File: src/rtl/noc_pkg.sv
// ============================================================================
//  Module   : noc_pkg
//  Brief    : Shared flit-layout helpers, FSM encoding and host-node defaults
//             for the mesh processing-element responder.
//  Revision : 1.0
// ============================================================================
`default_nettype none

package noc_pkg;

    localparam int HOST_X_DEFAULT = 0;
    localparam int HOST_Y_DEFAULT = 0;

    typedef enum logic [1:0] {
        ST_IDLE = 2'd0,
        ST_PROC = 2'd1,
        ST_SEND = 2'd2
    } pe_state_e;

    // Flit fields are packed LSB first: dest X, dest Y, packet number, payload.
    function automatic int x_lsb();
        return 0;
    endfunction

    function automatic int y_lsb(input int x_size);
        return x_size;
    endfunction

    function automatic int pck_lsb(input int x_size, input int y_size);
        return x_size + y_size;
    endfunction

    function automatic int data_lsb(input int x_size, input int y_size, input int pck_num);
        return x_size + y_size + pck_num;
    endfunction

endpackage

`default_nettype wire

File: src/rtl/noc_sync_fifo.sv
// ============================================================================
//  Module   : noc_sync_fifo
//  Brief    : Single-clock FIFO, power-of-2 depth, push blocked when full and
//             pop blocked when empty; simultaneous push/pop both honoured.
//  Revision : 1.0
// ============================================================================
`default_nettype none

module noc_sync_fifo #(
    parameter int WIDTH = 8,
    parameter int DEPTH = 4
) (
    input  logic             clk,
    input  logic             rst,
    input  logic             push,
    input  logic             pop,
    input  logic [WIDTH-1:0] din,
    output logic [WIDTH-1:0] dout,
    output logic             full,
    output logic             empty
);

    localparam int AW = $clog2(DEPTH);

    // Pointers carry one extra wrap bit to tell full from empty.
    logic [AW:0]      wr_ptr_q, wr_ptr_d;
    logic [AW:0]      rd_ptr_q, rd_ptr_d;
    logic [WIDTH-1:0] mem_q [DEPTH];
    logic             do_push;
    logic             do_pop;

    assign full    = (wr_ptr_q[AW] != rd_ptr_q[AW]) && (wr_ptr_q[AW-1:0] == rd_ptr_q[AW-1:0]);
    assign empty   = (wr_ptr_q == rd_ptr_q);
    assign do_push = push & ~full;
    assign do_pop  = pop & ~empty;
    assign dout    = mem_q[rd_ptr_q[AW-1:0]];

    always_comb begin
        wr_ptr_d = wr_ptr_q;
        rd_ptr_d = rd_ptr_q;
        if (do_push) begin
            wr_ptr_d = wr_ptr_q + 1'b1;
        end
        if (do_pop) begin
            rd_ptr_d = rd_ptr_q + 1'b1;
        end
    end

    always_ff @(posedge clk or posedge rst) begin
        if (rst) begin
            wr_ptr_q <= '0;
            rd_ptr_q <= '0;
        end else begin
            wr_ptr_q <= wr_ptr_d;
            rd_ptr_q <= rd_ptr_d;
        end
    end

    always_ff @(posedge clk) begin
        if (do_push) begin
            mem_q[wr_ptr_q[AW-1:0]] <= din;
        end
    end

endmodule

`default_nettype wire

File: src/rtl/noc_pe_responder.sv
// ============================================================================
//  Module   : noc_pe_responder
//  Brief    : Mesh PE endpoint: buffers request flits, byte-reverses the
//             payload one byte per cycle and replies to the host node.
//             Define PE_RESP_STATS_EN to add the o_pkt_count reply counter.
//  Revision : 1.0
// ============================================================================
`default_nettype none

module noc_pe_responder
    import noc_pkg::*;
#(
    parameter int X           = 8,
    parameter int Y           = 8,
    parameter int pck_num     = 12,
    parameter int data_width  = 256,
    parameter int x_size      = $clog2(X),
    parameter int y_size      = $clog2(Y),
    parameter int total_width = x_size + y_size + pck_num + data_width,
    parameter int FIFO_DEPTH  = 4,
    parameter int HOST_X      = HOST_X_DEFAULT,
    parameter int HOST_Y      = HOST_Y_DEFAULT
) (
    input  logic                   clk,
    input  logic                   rst,
    input  logic [total_width-1:0] i_data,
    input  logic                   i_valid,
    output logic                   o_ready,
    output logic [total_width-1:0] o_data,
    output logic                   o_valid,
    input  logic                   i_ready
`ifdef PE_RESP_STATS_EN
    ,
    output logic [15:0]            o_pkt_count
`endif
);

    localparam int ITER     = data_width / 8;
    localparam int KW       = (ITER > 1) ? $clog2(ITER) : 1;
    localparam int PCK_LSB  = pck_lsb(x_size, y_size);
    localparam int DATA_LSB = data_lsb(x_size, y_size, pck_num);
    localparam logic [KW-1:0] K_LAST = KW'(ITER - 1);

    logic [total_width-1:0] fifo_dout;
    logic                   fifo_full;
    logic                   fifo_empty;
    logic                   fifo_pop;
    logic                   unused_dest;

    pe_state_e              state_q, state_d;
    logic [data_width-1:0]  src_q, src_d;
    logic [data_width-1:0]  res_q, res_d;
    logic [pck_num-1:0]     pck_q, pck_d;
    logic [KW-1:0]          k_q, k_d;

    assign o_ready = ~fifo_full;

    noc_sync_fifo #(
        .WIDTH (total_width),
        .DEPTH (FIFO_DEPTH)
    ) u_fifo (
        .clk   (clk),
        .rst   (rst),
        .push  (i_valid & ~fifo_full),
        .pop   (fifo_pop),
        .din   (i_data),
        .dout  (fifo_dout),
        .full  (fifo_full),
        .empty (fifo_empty)
    );

    // The request's own destination is this node, so it carries no information.
    assign unused_dest = ^fifo_dout[PCK_LSB-1:0];

    always_comb begin
        state_d  = state_q;
        src_d    = src_q;
        res_d    = res_q;
        pck_d    = pck_q;
        k_d      = k_q;
        fifo_pop = 1'b0;
        case (state_q)
            ST_IDLE: begin
                if (!fifo_empty) begin
                    fifo_pop = 1'b1;
                    src_d    = fifo_dout[DATA_LSB +: data_width];
                    pck_d    = fifo_dout[PCK_LSB +: pck_num];
                    res_d    = '0;
                    k_d      = '0;
                    state_d  = ST_PROC;
                end
            end
            ST_PROC: begin
                for (int i = 0; i < ITER; i++) begin
                    if (k_q == KW'(i)) begin
                        res_d[(ITER-1-i)*8 +: 8] = src_q[i*8 +: 8];
                    end
                end
                k_d = k_q + 1'b1;
                if (k_q == K_LAST) begin
                    state_d = ST_SEND;
                end
            end
            ST_SEND: begin
                if (i_ready) begin
                    state_d = ST_IDLE;
                end
            end
            default: state_d = ST_IDLE;
        endcase
    end

    always_ff @(posedge clk or posedge rst) begin
        if (rst) begin
            state_q <= ST_IDLE;
            src_q   <= '0;
            res_q   <= '0;
            pck_q   <= '0;
            k_q     <= '0;
        end else begin
            state_q <= state_d;
            src_q   <= src_d;
            res_q   <= res_d;
            pck_q   <= pck_d;
            k_q     <= k_d;
        end
    end

    // Reply fields are straight from registers, so o_data holds during stalls.
    assign o_valid = (state_q == ST_SEND);
    assign o_data  = {res_q, pck_q, y_size'(HOST_Y), x_size'(HOST_X)};

`ifdef PE_RESP_STATS_EN
    logic [15:0] pkt_count_q, pkt_count_d;

    always_comb begin
        pkt_count_d = pkt_count_q;
        if (o_valid && i_ready && (pkt_count_q != 16'hFFFF)) begin
            pkt_count_d = pkt_count_q + 16'd1;
        end
    end

    always_ff @(posedge clk or posedge rst) begin
        if (rst) begin
            pkt_count_q <= '0;
        end else begin
            pkt_count_q <= pkt_count_d;
        end
    end

    assign o_pkt_count = pkt_count_q;
`endif

endmodule

`default_nettype wire

File: config.mk
export PLATFORM = sky130hd
export DESIGN_NAME = noc_pe_responder
export DESIGN_NICKNAME = d
export VERILOG_FILES = /design/src/rtl/noc_pkg.sv /design/src/rtl/noc_sync_fifo.sv /design/src/rtl/noc_pe_responder.sv
export SDC_FILE = /design/constraint.sdc
export NUM_CORES = 2
export LEC_CHECK = 0
export ABC_AREA = 0
export CORE_ASPECT_RATIO = 0.9
export CORE_MARGIN = 4
export CORE_UTILIZATION = 44
export CTS_BUF_LIST = sky130_fd_sc_hd__clkbuf_4
export DETAILED_ROUTE_END_ITERATION = 12
export GPL_ROUTABILITY_DRIVEN = 0
export SYNTH_ARGS = -nofsm -noshare
export SYNTH_HDL_FRONTEND = slang
export SYNTH_SLANG_ARGS = --single-unit
File: constraint.sdc
create_clock -name clk -period 29 [get_ports clk]
set_clock_uncertainty 0.2 [all_clocks]
set_input_delay 8.7 -clock clk [delete_from_list [all_inputs] [get_ports clk]]
set_output_delay 8.7 -clock clk [all_outputs]
set_load 0.05 [all_outputs]
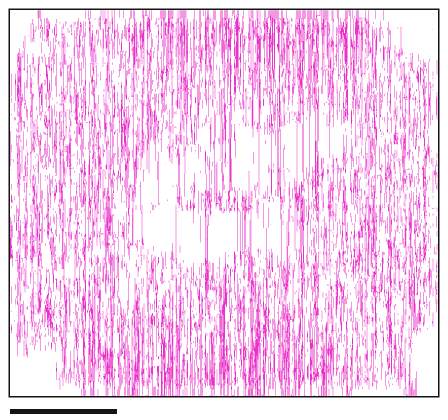
Fig. 1. Signal wires on met2.
The bar under the picture is 100 microns long.
wire length on this layer = 69.8 mm
share of all routed wire = 47%

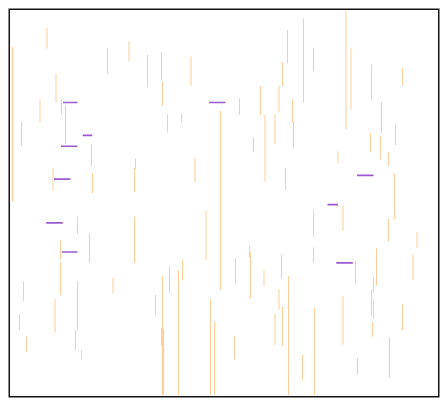
Fig. 2. Metal layers overlaid.
Two of the layers only.
met5 -> purple  # wire length 123 microns
met4 -> orange  # wire length 3170 microns

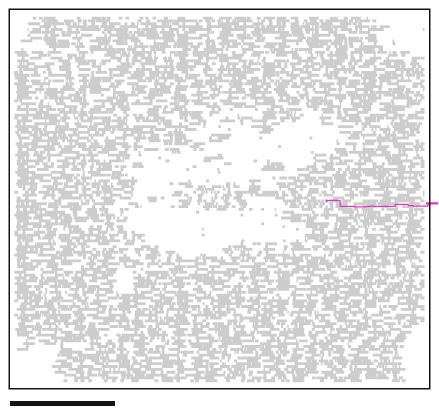
Fig. 3. I/O nets highlighted.
The bar under the picture is 100 microns long.
`i_valid` -> magenta  # bits 1, direction input, end cells 1, buffers 1, wire 115 microns

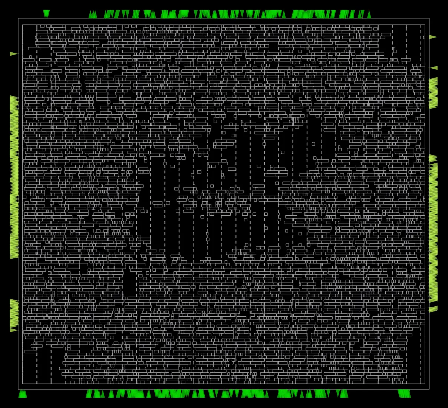
Fig. 4. Placed standard cells.
final cell count without fillers: 6166
core region area: 136000 sq um

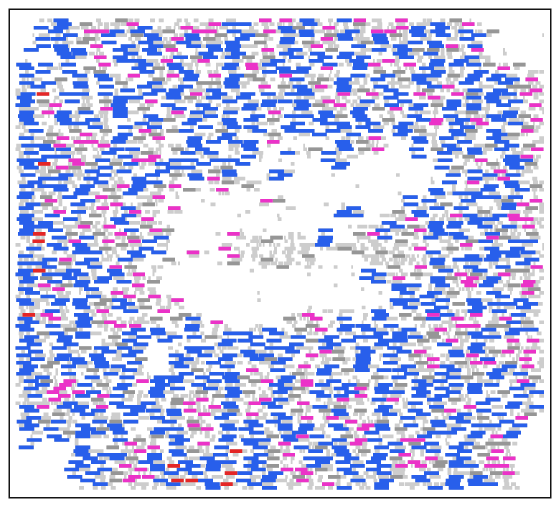
Fig. 5. Sequential cells grouped by signal name.
Other sequential cells in the stronger grey, the rest of the logic in the fainter grey.
`pck_q` -> red  # placed flops 12
`u_fifo.mem_q` -> blue  # placed flops 1072, where all over the die
`res_q` -> magenta  # placed flops 256, where all over the die
not coloured = 269

==> results.ini <==
[place]
dp_cells=5371
place_area_sq_um=67880
io_buffers=541
hpwlAfterDp_microns=86590
place_ws_ns=16.04

[routing]
drt_iter0_markers=1915
drc=0
ant_nets=0
drtPass1Iterations=5
vias=32070
post_drt_wl_per_cell_microns=24.15
routed_via_density=5.201
wirelength_microns=148900

[synthesis]
yosysUniqueCellTypes=54
ys_ff=1609
syn_area_sq_um=60550
ys_area_sq_um=60550
ys_cells=3129
synthFlopType=edfxtp_1
yosys_warnings=0
edf_count=1072
netlist_instances=3129
syn_area_per_cell_sq_um=19.35
synth-async-reset-ratio_pct=33.37
synth_seq_share_pct=75.36

[worst_setup_path]
crit_chain=inv_1 > nor2_1 > clkdlybuf4s50_1
critical_path_required_ns=20.10
reg2reg_depth=5
max_stage_delay_ns=0.96
startpoint=state_q[1]$_DFFE_PP0P_
crit_type=reg2out
r2r_start=u_fifo.rd_ptr_q[1]$_DFFE_PP0P_
cp_num_cells=3
endpoint_kind=primary output
r2r-end=u_fifo.mem_q[0][261]$_DFFE_PP_
arrival_ns=3.80
cp_top_family=buffers and inverters
cp_slowest_cell=clkdlybuf4s50_1
cp_max_fo=17
setup.worst_path.end=o_valid
crit_path_start_kind=register
r2r_slack_ns=24.06
path_buffers=2

[cts]
cts_tree=yes
cts_resized=0
cts_buffers=422
cts.sinks=1609
path_clk_slew_ns=0.06
clk_latency_ns=1.26
htreeDepth=5
clk_path_buf_depth=4
cts-hold-fix-buffers=0
cts_setup_buffers=0
clockRootBuffer=clkbuf_4

[layout]
syn2layout_area_growth_pct=21.27
fin_util_pct=54.00
nets=4264
drive_above_1_share_pct=24.46
fillerInstances=11000
finalInstanceArea_sq_um=73430

[global_routing]
antenna_found_initial=31
grt_pass1_vias=33960
grt_max_degree=130
grtUsageTotal_pct=20.83
grt_pass1_wl_microns=222200
grt-ovfl-total=0

[floorplan]
rows=128
fp_util_pct=44.53
die_area_sq_um=143600
ioPinCount=554
die_h_microns=359.9
die_x_microns=399.0

[sta]
setup-tns-final_ns=0
worstMarginPinSlew_ns=1.141
finalCritPeriodShare_pct=43.78
fin_ws_ns=16.30
holdWs_ns=0.2451
rsz0062_at_grt=false
post-route-min-period_ns=12.70
setup_viol=0
hold_viol=0
max_clock_freq_ghz=0.07876
relSlewSlack_pct=23.94
final_max_slew_viol_count=0

[power_and_ir_drop]
worst_ir_drop_vdd_uv=90.96
total_power_w=0.007981
power.leakage_nw=26.92
power_density_nw_per_um2=108.7

[min_path]
min_to=res_q[222]$_DFFE_PP0P_
min_path_cells=2
holdCritPathClass=reg2reg
min_from=src_q[38]$_DFFE_PP0P_

[run_status]
status=completed

[flow_run]
warning_count=61
cap_violations=0

## cell families (layout without fill, tap and decap cells)
logic type,after synthesis,count (layout),synth area share (%)
AND-OR/OR-AND,213,213,2.017
XOR/XNOR,9,9,0.1550
adder cells (fa/ha/maj),11,11,0.2273
buffers and inverters,187,1371,1.674
flip-flops,1609,1609,75.36
multiplexers,670,670,17.21
other,1,34,0.006193
AND/OR/NAND/NOR,429,429,3.358
## cell usage after synthesis (11+ instances only)
master	count	area, sq um
edfxtp_1	1072	32190
dfrtp_1	537	13440
mux2_1	268	3018
mux4_2	268	6036
nand2_1	165	619.3
mux2i_1	118	1181
nand3_1	113	565.5
a21oi_1	105	525.5
nor2_1	78	292.8
clkbuf_1	70	262.8
buf_2	57	285.3
o21ai_0	56	280.3
nor2b_1	29	181.4
buf_4	22	165.2
o21ai_1	22	110.1
buf_6	21	236.5
a32o_1	16	160.2
mux2_2	15	168.9
nand3b_1	13	97.59
ha_1	11	137.6
## state kept, by name, summed over array words and instances, names as in the netlist
signal and cells:
res_q 256, u_fifo.rd_ptr_q 3, state_q 2, pck_q 12, u_fifo.mem_q 1072, src_q 256
u_fifo.wr_ptr_q 3, k_q 5
## where the power goes
part | leakage (nW) | total [W] | internal (W) | switching [W]
clock network | 3.29 | 0.00197 | 0.00107 | 0.000902
logic | 7.10 | 0.00256 | 0.000986 | 0.00157
registers | 16.5 | 0.00346 | 0.00316 | 0.000296
total | 26.9 | 0.00798 | 0.00521 | 0.00277
## cell type report
class	instances	area, sq um	area share, %
Antenna cell	28	70.07	0.09542
Inverter	9	43.79	0.05964
Multi-Input combinational cell	1338	14020	19.09
Clock inverter	108	528.0	0.7191
Timing Repair Buffer	595	5908	8.046
Sequential cell	1609	45640	62.15
Clock buffer	659	4947	6.738
Tap cell	1820	2277	3.101
## worst reg2reg max path: cells and delay by family, from the launching register on
family / cells / cell delay (ns)
DFF: 1 / 0.98
and+or+nand+nor: 1 / 0.94
xor gates and xnor gates: 1 / 0.25
buffers and inverters: 2 / 1.54
AOI/OAI and AO/OA: 1 / 0.56
## routing by layer
metal / routed length (microns) / GRT usage [%] / up-vias / share of wire (%)
met4: 3169 / 6.395 / 20 / 2.1
met2: 69850 / 31.96 / 974 / 47
met5: 123 / 0 / - / 0.083
met1: 62130 / 27.55 / 16600 / 42
li1: - / - / 14220 / -
met3: 13660 / 8.241 / 255 / 9.2
## cells in the final DEF (no fill, tap or decap), types with 7 or more instances in the layout
cell,Yosys,layout
o21ai_1,22,22
nand3_1,113,113
inv_1,8,7
diode_2,0,28
buf_12,0,7
mux2_2,15,15
mux2i_1,118,118
o2bb2ai_1,8,8
nor2_1,78,76
a32o_1,16,16
ha_1,11,11
clkdlybuf4s50_1,0,541
dfrtp_1,537,534
clkbuf_4,0,659
nor2b_1,29,23
buf_4,22,47
clkinv_1,1,87
nand3b_1,13,13
o21ai_0,56,56
nand2_1,165,165
a21oi_1,105,105
edfxtp_1,1072,1072
mux4_2,268,268
mux2_1,268,268
clkinv_2,0,14
Power is estimated from default activity; no workload was simulated.
